`src/rtl/req_gnt_responder.sv`:
```
// req_gnt_responder: grant-side responder for the single-cycle req/gnt handshake.
// Each accepted request travels down a GNT_LAT-1 stage valid shift line and
// leaves through the registered gnt output, GNT_LAT edges after acceptance.
// Optional feature macro: REQ_TAG_EN carries req_tag down the line to gnt_tag.
// Without it the tag input is ignored and gnt_tag is tied to zero.
module req_gnt_responder #(
  parameter int GNT_LAT = 3,
  parameter int MAX_OUT = 2,
  parameter int TAG_W   = 4,
  parameter int CNT_W   = 16
) (
  input  logic             clk_i,
  input  logic             rst_i,
  input  logic             en_i,
  input  logic             req_i,
  input  logic [TAG_W-1:0] req_tag_i,
  output logic             gnt_o,
  output logic [TAG_W-1:0] gnt_tag_o,
  output logic             drop_o,
  output logic             busy_o,
  output logic [CNT_W-1:0] gnt_cnt_o
);

  localparam int STAGES = GNT_LAT - 1;
  localparam int OUT_W  = $clog2(MAX_OUT + 1);
  localparam logic [OUT_W-1:0] MAX_C = OUT_W'(MAX_OUT);

  logic [STAGES-1:0] vld_q, vld_d;
  logic              gnt_q, gnt_d;
  logic              drop_q, drop_d;
  logic              busy_q, busy_d;
  logic [OUT_W-1:0]  cnt_q, cnt_d;
  logic [CNT_W-1:0]  gnt_cnt_q, gnt_cnt_d;
  logic              slot_free;
  logic              accept;

  // Admission, shift line advance, in-flight bookkeeping and grant counting.
  // A grant leaving at this edge frees its slot for a request arriving at the
  // same edge, so a full pipeline can still stream one request per cycle.
  always_comb begin
    slot_free = (cnt_q < MAX_C) || gnt_q;
    accept    = en_i && req_i && slot_free;
    drop_d    = en_i && req_i && !slot_free;

    vld_d    = '0;
    vld_d[0] = accept;
    for (int i = 1; i < STAGES; i++) begin
      vld_d[i] = vld_q[i-1];
    end
    gnt_d = vld_q[STAGES-1];

    cnt_d = cnt_q;
    case ({accept, gnt_q})
      2'b10:   cnt_d = cnt_q + OUT_W'(1);
      2'b01:   cnt_d = cnt_q - OUT_W'(1);
      default: cnt_d = cnt_q;
    endcase
    busy_d = (cnt_d != '0);

    gnt_cnt_d = gnt_cnt_q;
    if (gnt_d && (gnt_cnt_q != '1)) begin
      gnt_cnt_d = gnt_cnt_q + CNT_W'(1);
    end
  end

  // State registers; reset discards everything in flight, including a req seen this edge.
  always_ff @(posedge clk_i) begin
    if (rst_i) begin
      vld_q     <= '0;
      gnt_q     <= 1'b0;
      drop_q    <= 1'b0;
      busy_q    <= 1'b0;
      cnt_q     <= '0;
      gnt_cnt_q <= '0;
    end else begin
      vld_q     <= vld_d;
      gnt_q     <= gnt_d;
      drop_q    <= drop_d;
      busy_q    <= busy_d;
      cnt_q     <= cnt_d;
      gnt_cnt_q <= gnt_cnt_d;
    end
  end

`ifdef REQ_TAG_EN
  logic [TAG_W-1:0] tag_q [STAGES];
  logic [TAG_W-1:0] tag_d [STAGES];
  logic [TAG_W-1:0] gnt_tag_q, gnt_tag_d;

  // Tags ride alongside the valid bits; an empty stage carries zero.
  always_comb begin
    for (int i = 0; i < STAGES; i++) begin
      tag_d[i] = '0;
    end
    tag_d[0] = accept ? req_tag_i : '0;
    for (int i = 1; i < STAGES; i++) begin
      tag_d[i] = tag_q[i-1];
    end
    gnt_tag_d = vld_q[STAGES-1] ? tag_q[STAGES-1] : '0;
  end

  // Tag registers, cleared together with the valid line.
  always_ff @(posedge clk_i) begin
    if (rst_i) begin
      for (int i = 0; i < STAGES; i++) begin
        tag_q[i] <= '0;
      end
      gnt_tag_q <= '0;
    end else begin
      for (int i = 0; i < STAGES; i++) begin
        tag_q[i] <= tag_d[i];
      end
      gnt_tag_q <= gnt_tag_d;
    end
  end

  assign gnt_tag_o = gnt_tag_q;
`else
  logic unused_req_tag;
  assign unused_req_tag = ^req_tag_i;
  assign gnt_tag_o      = '0;
`endif

  assign gnt_o     = gnt_q;
  assign drop_o    = drop_q;
  assign busy_o    = busy_q;
  assign gnt_cnt_o = gnt_cnt_q;

endmodule

```
`config.mk`:
```
export PLATFORM = sky130hd
export DESIGN_NAME = req_gnt_responder
export DESIGN_NICKNAME = d
export VERILOG_FILES = /design/src/rtl/req_gnt_responder.sv
export SDC_FILE = /design/constraint.sdc
export NUM_CORES = 1
export LEC_CHECK = 0
export ABC_CLOCK_PERIOD_IN_PS = 1600
export CORE_MARGIN = 2
export CORE_UTILIZATION = 40
export CTS_BUF_LIST = sky130_fd_sc_hd__clkbuf_8
export DETAILED_ROUTE_END_ITERATION = 8
export PLACE_DENSITY_LB_ADDON = 0.1
export SLEW_MARGIN = 0
export SYNTH_ARGS = -nofsm -noshare
export SYNTH_HDL_FRONTEND = slang
export SYNTH_SLANG_ARGS = --single-unit
export TNS_END_PERCENT = 10
```
`constraint.sdc`:
```
create_clock -name clk_i -period 1.6 [get_ports clk_i]
set_input_delay 0.24 -clock clk_i [delete_from_list [all_inputs] [get_ports clk_i]]
set_output_delay 0.24 -clock clk_i [all_outputs]
set_load 0.01 [all_outputs]
```
==> run_1/ff_map.png <==
The bar under the picture is 20 µm long.
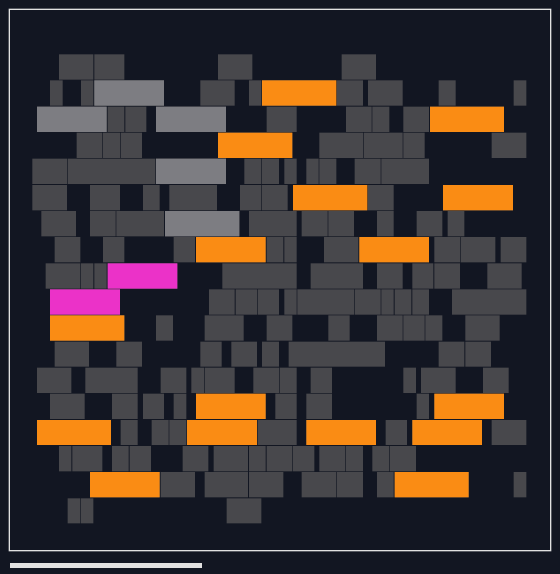
[orange] gnt_cnt_o | placed flops: 16 | where: spread over the die
[magenta] vld_q | placed flops: 2
not colored: 5
Seq/total area: 29.2%
final core area utilization: 63.9%

==> run_1/route_heat.png <==
The die is cut into 11 by 11 equal tiles; dark blue is low, red is high, scaled to the fullest tile. Values are wire area over tile area, all layers added.
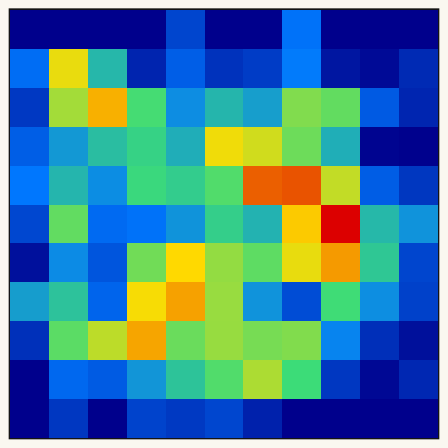
mean over tiles: 0.12
densest ninth of the die: middle
nearly empty tiles: 16%
final routed wire length divided by cell count: 12.8 µm
Routed WL: 2490 µm

==> notes.md, run 1 <==
Implementation results.

The power in sequential cells is 590 µW. The die span in x is approximately 56 µm. Per report_power, the combinational group accounts for under 10% of the total.

The tally of unique sky130hd cells used after synthesis is 32. Per the timing report, the biggest fanout along the worst path comes to 5. The type of element launching the critical path is a flop. The class of the worst hold path is flop to flop. The cell taking the most area after synthesis is sky130_fd_sc_hd__dfxtp_1. Per the final report, max-transition violations number 0. The number of antenna violations at the first check in global routing is 0. Looking at the cell usage after synthesis, the top flip-flop cell is sky130_fd_sc_hd__dfxtp_1. The first-pass iteration count of the detailed router is 4. The worst hold endpoint is vld_q[1]. The count of nets left with antenna violations once routing finished came out at 0. The number of synthesized flops with an enable pin is 0.

Counting flops with an async set or reset pin after synthesis yields a share of 0%. The placeable core area is 2520 µm². Hold-check failures listed in the final report amount to 0. The global routing met2 resource utilization is 27.4%. In the per-layer summary, the met1 wirelength comes to 1120 µm.

The library cells used most frequently in the layout, excluding fill and tap cells, are sky130_fd_sc_hd__buf_4, sky130_fd_sc_hd__clkdlybuf4s50_1, sky130_fd_sc_hd__dfxtp_1, sky130_fd_sc_hd__a21oi_1. For this run, design rule violations remaining after detail routing come to 0. STA lists the startpoint of the worst hold path as vld_q[0]. The global placement routability congestion is 0.763.

The cell sitting at the root of the clock tree is a sky130_fd_sc_hd__clkbuf_8. Per STA, the startpoint of the critical path is gnt_cnt_o[13]. In the global route stage, overall resource usage came out at 15.9%. The highest metal layer used by the detailed router is met4. The fmax is between 600 and 700 MHz.

31 I/O pins were placed. Looking at the group totals, the largest power group turns out to be sequential cells. Setup repair after global routing could not meet its margin everywhere. The flow reports power dissipated in the clock network as 372 µW.

The met3 capacity usage during global routing is 4.15%. The count of nets after finishing is 175. The area fraction of the dominant cell type after synthesis is a little over two fifths. The longest clock path from root to sink contains 2 buffers. Data arrives at the worst endpoint at 1.34 ns. The detailed router finished its first iteration with 23 violations. The sequential power share is 56.7%. The power drawn by the combinational cells is 77.5 µW. The synthesized flop and latch total is 23. The count of filler cells inserted in the layout is 226.

The OpenROAD report gives the critical path a required time of 1.36 ns. Input and output buffers added on the ports amount to 22. By instance count after routing, the leading logic cell type is sky130_fd_sc_hd__buf_4. The worst setup path is captured at an output pin.

The share of the core area taken by cells at floorplan is 43.3%. The total grt overflow is 0. The length of routed met2 wiring is about 1300 µm. The vertical die dimension is between 50 and 60 µm. The via count of the first global-routing pass was 943. In the synthesized netlist, the number of instances is about 120.

The reg-to-reg setup timing slack is approximately 0.060 ns. The final critical path takes up 98.9% of the cycle. By count the netlist is led by sky130_fd_sc_hd__dfxtp_1, sky130_fd_sc_hd__a21oi_1, sky130_fd_sc_hd__nor2_1, sky130_fd_sc_hd__nand3_1, sky130_fd_sc_hd__or3_1. The fraction of layout cells with a size suffix above 1 is 29.9%. The layout overhead on the synthesized area is 47.5%. For reference, the placement row count at floorplan is 18.

The Yosys chip area is between 1000 and 1500 µm². The number of cells traversed by the worst hold path is 1. The proportion of power drawn by the clock network is 35.8%.

The timing report gives the clock slew at the launch and capture registers of the worst setup and hold paths as 0.08 ns. The average footprint of a synthesized cell is about 9.3 µm². The run reported a max-capacitance violation count of 0. The main area contributors are sky130_fd_sc_hd__dfxtp_1, sky130_fd_sc_hd__a21oi_1, sky130_fd_sc_hd__or3_1, sky130_fd_sc_hd__buf_4, sky130_fd_sc_hd__o31ai_1.

Cell internal power was estimated by the tool at 799 µW. The hold-fix buffer count after cts is 0. The cell count of the worst reg-to-reg path is 4.

In this run the number of H-tree levels came out at 1. The count of warnings emitted by yosys is 0. The maximum number of pins on one net before global-route repair is 24. For this design, the sink count on the clock tree is 23.

The TritonCTS clock tree is built. For the final routed database, the setup TNS stands at 0 ns. met1 track demand over resource after global routing is 19.7%. The number of vias per cell is 5.48. The leakage power summed over all cells is 0.634 nW. The flow ran to the end, and the final reports show no timing, DRC or antenna violations. The maximum VDD drop is 0.000832 V. The sequential element share of the synthesized area is 42.2%. Per the detail_route log, met3 wirelength is 97 µm. The most used routing layer in global routing is met2. The total tool warning count is 31. The final antenna diode tally reported by the flow is 0. The switching power is 241 µW. The beginning of the worst register-to-register path is gnt_cnt_o[5]. In this run the power density over the cells is between 600 and 700 nW/µm². For reference, the critical path is captured by gnt_cnt_o[13]. After layout, the minimum clock period comes to 1.58 ns. The chip occupies 3160 µm². The via count is 1063. The critical path start-end classification is flop to output pin. The proportion of total power due to net switching is 23.2%. The synth_stat.txt file lists the number of cells as around 120. The most frequent cell after synthesis is sky130_fd_sc_hd__dfxtp_1. The HPWL after detailed placement is 1870 µm. The endpoint identified for the worst register-to-register timing path is gnt_cnt_o[15]. The global-route wire length before repair is between 4000 and 5000 µm. The synthesized area is 1090 µm². The final count of negative-setup-slack endpoints is 0.
==> run_1/clock_nets.png <==
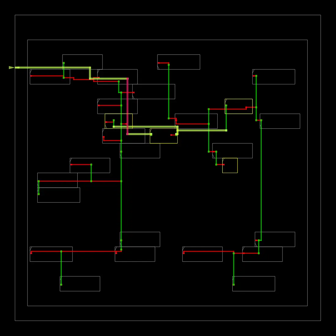
Late-Pin Clk Latency: 0.26 ns
total clock buffers created by CTS: 3
worst clock skew: 0.000751 ns

## run 1: sequential cells by signal (all words and copies together) (netlist names)
register / count
vld_q: 2
gnt_o: 1
cnt_q: 2
gnt_cnt_o: 16
busy_o: 1
drop_o: 1
## run 1: worst max-delay path, cell delays in order (launching register included)
cell                              delay (ns)
sky130_fd_sc_hd__dfxtp_1                0.39
sky130_fd_sc_hd__buf_4                  0.16
sky130_fd_sc_hd__clkdlybuf4s50_1        0.53
## run 1: layout make-up
class,count,area (µm²),area share (%)
Multi-Input combinational cell,89,644,40.0
Sequential cell,23,470,29.2
Timing Repair Buffer,46,403,25.0
Clock buffer,3,41.3,2.56
Tap cell,30,37.5,2.33
Clock inverter,1,7.51,0.466
Inverter,2,7.51,0.466
## run 1: per-stage QoR
stage | total power [mW] | instances | cell area, µm² | hold slack [ns] | worst slack (ns)
detailed placement | 0.677 | 190 | 1500 | 0.432 | -0.166
global placement | 0.673 | 190 | 1500 | 0.418 | -0.112
CTS | 1.05 | 194 | 1550 | 0.454 | 0.00112
floorplan | 0.646 | 121 | 1110 | 0.312 | 0.0165
global route | 1.08 | 194 | 1610 | 0.463 | -0.0191
finish | 1.04 | 194 | 1610 | 0.446 | 0.0181
## run 1: kinds of logic (layout without fill, tap and decap cells)
kind of cell / Yosys count / after routing / share of synthesized area (%)
AND-OR/OR-AND: 28 / 28 / 17.1
XOR/XNOR: 4 / 4 / 3.21
adder cells (fa/ha/maj): 2 / 2 / 2.29
buffers and inverters: 9 / 52 / 4.81
flip-flops: 23 / 23 / 42.2
multiplexers: 2 / 2 / 1.83
other: 1 / 4 / 0.343
AND/OR/NAND/NOR: 49 / 49 / 28.3
## run 1: what timing repair did
action	CTS	global route
resized	2	14
setup buffers	0	0
pin swaps	0	0
endpoints found under the hold margin	0	0
setup endpoints to repair	1	17
==> run 2, diff against run 1 <==
ABC_AREA = 0   (was default)
GPL_ROUTABILITY_DRIVEN = 0   (was default)
==> run_2/clock_nets.png <==
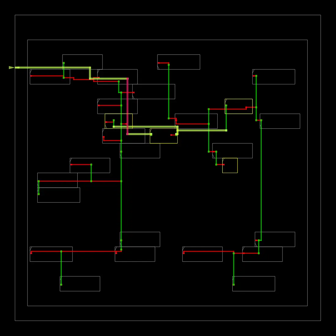
Sink Count: 23
power of the clock network: 372 µW
total number of sequential cells: 23
tally of clock buffers in the finished layout: 3

==> run_2/layers.png <==
Two of the layers only.
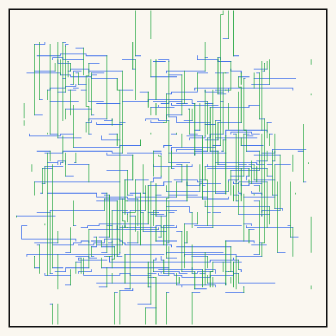
[green] M2 | wire length: 1260 µm
[blue] M1 | wire length: 1120 µm
total routing usage reported by global routing: 15.9%
Via Count: 1063

==> notes.md, run 2 <==
Implementation results.

The power in sequential cells is 590 µW (about the same). The clock latency on the worst-skew pair was 0.26 ns (about the same). The total power is 1.04 mW (unchanged). The diode insertion count for antenna repair is 0 (unchanged). The combinational power share is 7.5% (about the same). The pre-placement core utilization is 43.3% (unchanged).

The placement-stage worst setup slack is -0.166 ns (unchanged). The sequential power share is 56.7% (about the same). The number of antenna violations at the first check in global routing was 0 (unchanged). The fraction of layout cells with a size suffix above 1 is 29.9% (unchanged).

The count of filler cells inserted in the layout is 226 (unchanged). The smallest setup slack after layout was 0.0181 ns (unchanged). The cell taking the most area after synthesis is sky130_fd_sc_hd__dfxtp_1. The count of nets after finishing is 175 (unchanged). The critical path is of the flop to output pin type. The worst-case clock skew is 0.000751 ns (unchanged). The largest fanout on the critical path was 5 (unchanged).

The cell area power density is 645 nW/µm² (unchanged). The global-route wire length before repair is 4100 µm (unchanged). The element type at the critical path end is an output pin. The deepest level of the CTS H-tree came to 1 (unchanged). The most frequent standard cell in the layout excluding fill and tap cells is sky130_fd_sc_hd__buf_4. The layout buffering overhead excluding clock cells is 25.0% (unchanged).

The max-capacitance violation count is 0 (unchanged). The share of cell area taken by flip-flops and latches is 29.2% (unchanged). The remaining design rule violation count is 0 (unchanged). The number of nets with antenna violations after routing is 0 (unchanged).

The total grt overflow is 0 (unchanged). The chip area is 3160 µm² (unchanged). The prevailing post-synth register cell is sky130_fd_sc_hd__dfxtp_1.

Leaving out fill and tap cells, the most frequent cells in the layout are sky130_fd_sc_hd__buf_4, sky130_fd_sc_hd__clkdlybuf4s50_1, sky130_fd_sc_hd__dfxtp_1, sky130_fd_sc_hd__a21oi_1. The area fraction of the dominant cell type after synthesis is 42.2% (unchanged). The total internal power came to 799 µW (unchanged).

The proportion of power drawn by the clock network was 35.8% (about the same). The placeable core area is 2520 µm² (unchanged). The well tap count was 30 (unchanged).

The detailed-placement wirelength estimate was 1870 µm (unchanged). The number of hold violations in the final report is 0 (unchanged). Setup repair after global routing could not meet its margin everywhere. The layout overhead on the synthesized area was 47.5% (unchanged).

The number of DRC markers in iteration 0 is 23 (unchanged). The synthesized area came to 1090 µm² (unchanged). Sorting the synthesized cells by area gives the leading types as sky130_fd_sc_hd__dfxtp_1, sky130_fd_sc_hd__a21oi_1, sky130_fd_sc_hd__or3_1, sky130_fd_sc_hd__buf_4, sky130_fd_sc_hd__o31ai_1. The switching power was 241 µW (unchanged). The sequential element share of the synthesized area is 42.2% (unchanged).

By count the netlist is led by sky130_fd_sc_hd__dfxtp_1, sky130_fd_sc_hd__a21oi_1, sky130_fd_sc_hd__nor2_1, sky130_fd_sc_hd__nand3_1, sky130_fd_sc_hd__or3_1. The cell total in the yosys stat output is 118 (unchanged). The total number of multi-input combinational cells is 89 (unchanged).

The floorplan row count is 18 (unchanged). The proportion of synthesized flip-flops having asynchronous set or reset is 0% (unchanged). The multi-input combinational area share is 40.0% (unchanged).

The tally of unique sky130hd cells used after synthesis came to 32 (unchanged). The flow ran to the end, and the final reports show no timing, DRC or antenna violations. The number of flip-flops in the largest register was 16 (unchanged). The proportion of total power due to net switching is 23.2% (unchanged).

The leakage power summed over all cells came to 0.634 nW (unchanged). The maximum VDD drop is 0.000832 V (unchanged). The final count of negative-setup-slack endpoints is 0 (unchanged). The average wire per cell in the routed design came to 12.8 µm (unchanged).

The power drawn by the combinational cells came to 77.5 µW (about the same). The largest stage delay on the critical path was 0.53 ns (about the same). Traced cell by cell, the critical path runs through buf_4, clkdlybuf4s50_1. The average footprint of a synthesized cell came to 9.26 µm² (unchanged). The maximum number of pins on one net before global-route repair is 24 (unchanged).

The dominant power group in this design is sequential cells. The most frequently used library cell after synthesis is sky130_fd_sc_hd__dfxtp_1. The buffer count excluding the clock tree in the final layout is 46 (unchanged). The non-clock inverter total of the final layout is 2 (unchanged). The number of setup buffers added after CTS is 0 (unchanged). The proportion of cell area spent on the clock network is 3.03% (unchanged). The hold-fix buffer count after cts is 0 (unchanged). Checking hold timing, the worst path is listed with class flop to flop. The Yosys chip area is 1090 µm² (unchanged). On the critical path, the stage with the largest delay is an instance of sky130_fd_sc_hd__clkdlybuf4s50_1.

The synthesized flop and latch total is 23 (unchanged). The number of vias per cell came to 5.48 (unchanged). The total tool warning count was 31 (unchanged).

The clock transition at the registers of the reported paths is 0.08 ns (about the same). The cell class ranked first by area is multi-input combinational cells. The multi-input combinational cell area is 644 µm² (unchanged). The number of buffers inserted during clock tree synthesis is 3 (unchanged).

The number of synthesized flops with an enable pin came to 0 (unchanged). The final number of max-transition violations is 0 (unchanged). The final wirelength is 2490 µm (unchanged). The final clock period utilization by the worst path is 98.9% (unchanged). The count of warnings emitted by yosys is 0 (unchanged). The via count of the first global-routing pass came to 943 (unchanged). The die span in x is 56.3 µm (unchanged).

The maximum root-to-sink buffer count is 2 (unchanged). The type of element launching the critical path is a flop. The instance count of the mapped netlist is 118 (unchanged). The master cell of the clock root buffer is sky130_fd_sc_hd__clkbuf_8.

The fmax is 632 MHz (unchanged). The vertical die dimension is 56.3 µm (unchanged). The area used by sequential logic in the layout was 470 µm² (unchanged). The TritonCTS clock tree is built. The first-pass iteration count of the detailed router is 4 (unchanged). The final critical delay including setup and external delays is 1.58 ns (unchanged).

The signal arrival time at the worst endpoint is 1.34 ns (about the same). The data required time of the worst path is 1.36 ns (about the same).
==> run_2/port_trees.png <==
The bar under the picture is 20 µm long.
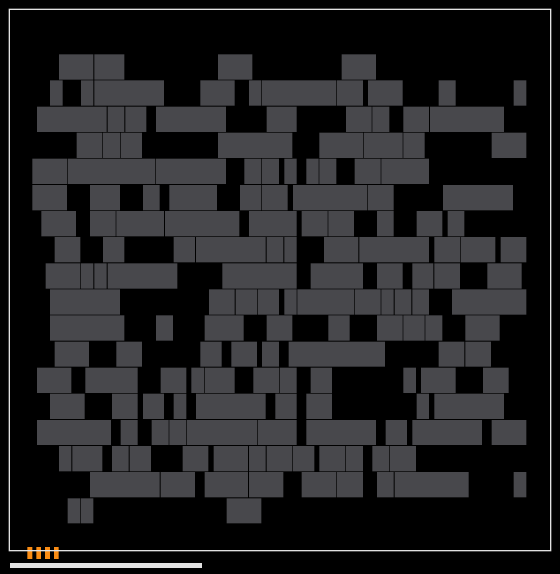
[orange] req_tag_i | direction: input | edge: bottom | end cells: 0 | buffers: 0
number of buffers inserted by port buffering: 22
I/O pin cnt: 31

-- run 2: through the flow --
stage                     cells  hold slack, ns  setup TNS (ns)  utilization, %  cell area (µm²)
final                       194           0.446               0            63.9             1610
after global routing        194           0.463         -0.0478            63.9             1610
after CTS                   194           0.454               0            61.6             1550
after detailed placement    190           0.432          -0.343            59.5             1500
after global placement      190           0.418          -0.191            59.5             1500
after floorplan             121           0.312               0               -             1110
-- run 2: cell families (layout without fill, tap and decap cells) --
group | count (synthesis) | after routing | share of synthesized area [%]
AND-OR/OR-AND | 28 | 28 | 17.1
XOR/XNOR | 4 | 4 | 3.21
adder cells (fa/ha/maj) | 2 | 2 | 2.29
buffers and inverters | 9 | 52 | 4.81
flip-flops | 23 | 23 | 42.2
multiplexers | 2 | 2 | 1.83
other | 1 | 4 | 0.343
AND/OR/NAND/NOR | 49 | 49 | 28.3
-- run 2: worst paths after layout --
kind,from,end,slack [ns],depth (start not counted)
min,vld_q[0],vld_q[1],0.45,1
max,gnt_cnt_o[13],gnt_cnt_o[13],0.02,2
max reg2reg,gnt_cnt_o[5],gnt_cnt_o[15],0.06,4
min reg2reg,vld_q[0],vld_q[1],0.45,1
-- run 2: repair_timing --
action,in CTS,in global routing
pin swaps,0,0
gates resized,2,14
endpoints found under the setup margin,1,17
-- run 2: worst max-delay path, delay by kind of cell, from the launching register on --
family	cells	cell delay (ns)
buffers and inverters	2	0.69
flip-flops	1	0.39
-- run 2: layer usage --
metal | GRT usage [%] | wire length [µm] | part of all wire [%]
met5 | 0 | 0 | 0
met4 | 3.74 | 10 | 0.40
met3 | 4.15 | 97 | 3.9
met2 | 27.4 | 1260 | 51
met1 | 19.7 | 1120 | 45
Power and IR drop assume default switching activity.
